### Signal wires on met1

The bar under the picture is 20 um long. Supply wires on this layer in gray.
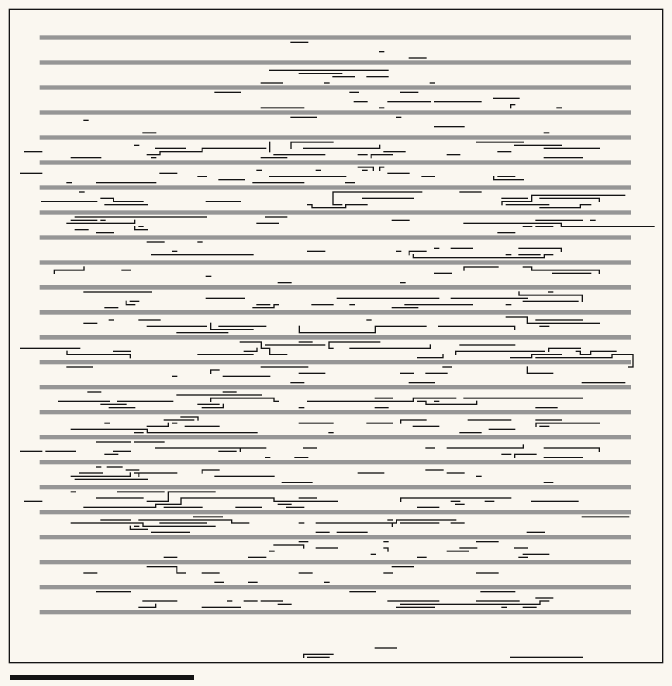
### Signal wires on met2

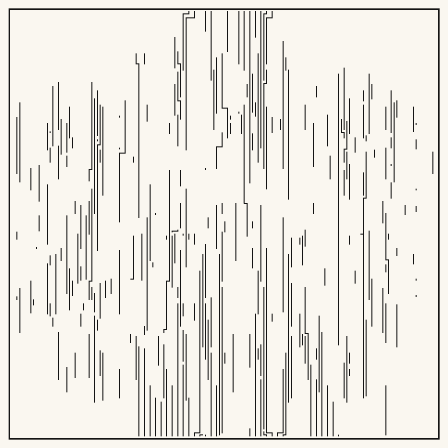
### Signal wires on met3

The bar under the picture is 20 um long.
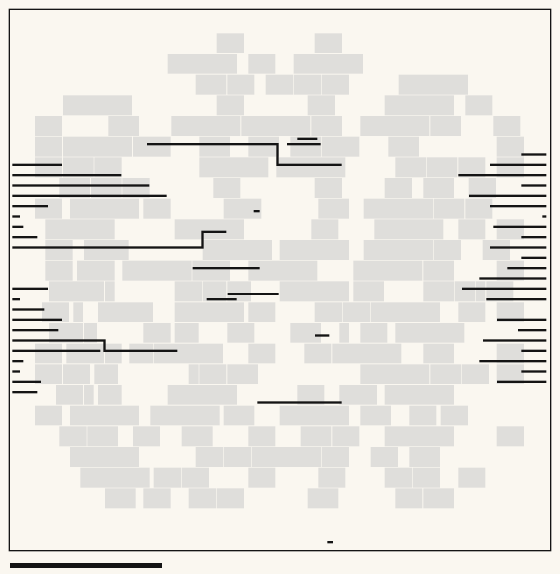
### Logic cells by family

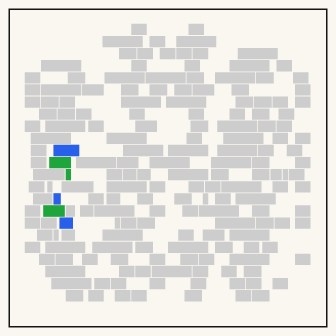
### Clock routing

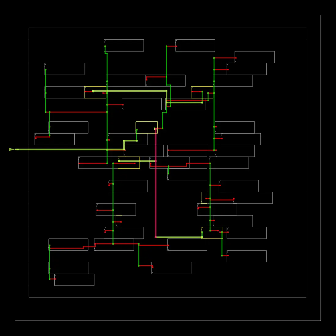
File: config.mk
export PLATFORM = sky130hd
export DESIGN_NAME = pipe_stage_reg
export DESIGN_NICKNAME = d
export VERILOG_FILES = /design/src/rtl/pipe_stage_reg.sv
export SDC_FILE = /design/constraint.sdc
export NUM_CORES = 1
export LEC_CHECK = 0
export CORE_MARGIN = 3
export CORE_UTILIZATION = 35
export CTS_CLUSTER_DIAMETER = 100
export DETAILED_ROUTE_END_ITERATION = 10
export PLACE_DENSITY = 0.74
export SETUP_SLACK_MARGIN = 0.1
export SLEW_MARGIN = 20
export SYNTH_ARGS = -nofsm -noshare
export SYNTH_HDL_FRONTEND = slang
export SYNTH_SLANG_ARGS = --single-unit
File: constraint.sdc
create_clock -name CLOCK -period 2.1 [get_ports CLOCK]
set_clock_uncertainty 0.05 [all_clocks]
set_input_delay 0.315 -clock CLOCK [delete_from_list [all_inputs] [get_ports CLOCK]]
set_output_delay 0.315 -clock CLOCK [all_outputs]
set_load 0.05 [all_outputs]
File: src/rtl/pipe_stage_reg.sv
// pipe_stage_reg: valid/ready pipeline register with FLUSH and STALL.
// Define PIPE_STAGE_SKID_EN to add a skid entry and a registered Ready_Out.
module pipe_stage_reg #(
  parameter int                DATA_W   = 32,
  parameter int                CTRL_W   = 5,
  parameter logic [CTRL_W-1:0] CTRL_RST = '0
) (
  input  logic              CLOCK,
  input  logic              RESET,
  input  logic              FLUSH,
  input  logic              STALL,
  input  logic              Valid_In,
  input  logic [CTRL_W-1:0] Ctrl_In,
  input  logic [DATA_W-1:0] Data_In,
  output logic              Ready_Out,
  output logic              Valid_Out,
  output logic [CTRL_W-1:0] Ctrl_Out,
  output logic [DATA_W-1:0] Data_Out,
  input  logic              Ready_In
);

  logic ds_rdy;
  logic ds_xfer;
  logic up_xfer;

  assign ds_rdy  = Ready_In & ~STALL;
  assign ds_xfer = Valid_Out & ds_rdy;

`ifdef PIPE_STAGE_SKID_EN

  logic              skid_v;
  logic [CTRL_W-1:0] skid_c;
  logic [DATA_W-1:0] skid_d;

  assign Ready_Out = ~skid_v;
  assign up_xfer   = Valid_In & ~skid_v;

  // Output register: refill from skid on drain, else from input when free
  always_ff @(posedge CLOCK or posedge RESET) begin
    if (RESET) begin
      Valid_Out <= 1'b0;
      Ctrl_Out  <= CTRL_RST;
      Data_Out  <= '0;
    end else if (FLUSH) begin
      Valid_Out <= 1'b0;
      Ctrl_Out  <= CTRL_RST;
    end else if (skid_v) begin
      if (ds_rdy) begin
        Ctrl_Out <= skid_c;
        Data_Out <= skid_d;
      end
    end else if (up_xfer && (!Valid_Out || ds_rdy)) begin
      Valid_Out <= 1'b1;
      Ctrl_Out  <= Ctrl_In;
      Data_Out  <= Data_In;
    end else if (ds_xfer) begin
      Valid_Out <= 1'b0;
      Ctrl_Out  <= CTRL_RST;
    end
  end

  // Skid entry: catches a word accepted while the output is full and held
  always_ff @(posedge CLOCK or posedge RESET) begin
    if (RESET) begin
      skid_v <= 1'b0;
      skid_c <= CTRL_RST;
      skid_d <= '0;
    end else if (FLUSH) begin
      skid_v <= 1'b0;
    end else if (skid_v) begin
      if (ds_rdy) skid_v <= 1'b0;
    end else if (up_xfer && Valid_Out && !ds_rdy) begin
      skid_v <= 1'b1;
      skid_c <= Ctrl_In;
      skid_d <= Data_In;
    end
  end

`else

  assign Ready_Out = ~Valid_Out | ds_rdy;
  assign up_xfer   = Valid_In & Ready_Out;

  // Single output register; bubbles clear valid/ctrl and keep data
  always_ff @(posedge CLOCK or posedge RESET) begin
    if (RESET) begin
      Valid_Out <= 1'b0;
      Ctrl_Out  <= CTRL_RST;
      Data_Out  <= '0;
    end else if (FLUSH) begin
      Valid_Out <= 1'b0;
      Ctrl_Out  <= CTRL_RST;
    end else if (up_xfer) begin
      Valid_Out <= 1'b1;
      Ctrl_Out  <= Ctrl_In;
      Data_Out  <= Data_In;
    end else if (ds_xfer) begin
      Valid_Out <= 1'b0;
      Ctrl_Out  <= CTRL_RST;
    end
  end

`endif

endmodule

==> summary.txt <==
Status = finished clean
Worst setup margin = 0.264 ns
Worst hold slack = 0.396 ns
Dominant kind of cell = registers
MI comb cells = 45
Main flop type = dfrtp_1
Uppermost layer routed = met4
Commonest Layout Cell = clkdlybuf4s50_1
CTS clock-pin slew for the worst setup and hold paths = 0.07 ns
Gr ovfl total = 0
Yosys simple share = 2.79%
Inserted Diodes = 0
Arrival time worst endpoint = 1.47 ns
Least-Margin Pin Slew = 0.654 ns
Fin area = 0.00242 mm^2
Met1 wire length = 1210 um
Complex Gates by Area = 4.99%
Vias in the first global route = 1207
Area leader share = 64.3%
YS chip area = 0.00148 mm^2
Max FFs per register = 32
Mean Syn Cell Area = 16.8 um^2
Top Layout Cells = 79 x clkdlybuf4s50_1, 38 x dfrtp_1, 30 x mux2_2
Flop-to-flop setup slack = 0.69 ns
Setup TNS = 0 ns
Post-route ant nets = 0
Minimum setup slack after placement = 0.219 ns
Nets = 218
Number of cells on the critical path = 1
Core ar. = 0.00403 mm^2
Syn Nets = 131
Seq area share = 39.2%
FILL cells = 315
Sink Count = 38
Design Power = 0.00232 W
Total Wirelength = 3540 um
CTS Buffer Depth = 2
Synth area leaders = dfrtp_1 64%, mux2_2 23%, buf_8 3.0%
Core Util, Final = 60.2%
Seq pwr = 0.000915 W
Layout cells sized above 1 = 23.4%
Dpl cell area = 0.00234 mm^2
# Taps = 50
Reg2reg end = Ctrl_Out[2]
Synth Instances = 88
Top pwr grp = combinational logic
Post-route insts no fill = 225
Top flop regs = Data_Out (32), Ctrl_Out (5), Valid_Out (1)
Worst reg2reg path depth = 2
Pins Over Slew Limit = 0
Final cycle utilization of the critical path = 87.4%
Synth async-reset ratio = 100%
Leakage = 1.02 nW
DRC Markers = 0
Top logic family = multiplexers
DR vias = 1068
Fp util = 36.7%
Buf/Inv on CP = 1
Worst-path maximum fanout = 2
Inverter count = 2
Initial antenna violation count = 0
Sw Pwr = 0.000859 W
Distinct lib cells = 13
Fmax = 545 MHz
Worst relative slew slack = 56.1%
GR peak layer = met2
Largest register by flop count = Data_Out
Placed Cells = 218
Cell Area, Synth = 0.00148 mm^2
Gr usage total = 15.3%
MaxCap Viol Count = 0
Met3 WL = 357 um
Yosys cell count = 88
Chip area = 0.00504 mm^2
Worst path cell trace = clkdlybuf4s50_1
Root buf cell = clkbuf_8
-- 'Signal wires on met1' (at the start) --
main direction	horizontal
nets with wire on the layer	181
share of all routed wire	34%
wire length on this layer	1210 um

-- 'Signal wires on met2' (at the start) --
longest straight run	44.9 um
share of all routed wire	54%
wire length on this layer	1930 um
nets with wire on the layer	201

-- 'Signal wires on met3' (at the start) --
nets with wire on the layer	48
main direction	horizontal
share of all routed wire	10%
wire length on this layer	358 um

-- 'Logic cells by family' (at the start) --
color	family	cells
blue	inverting AOI/OAI gates	3
green	NAND gates	3

-- 'Clock routing' (at the start) --
FFs & Latches: 38
P_clk: 0.000451 W

Power and IR drop assume default switching activity.
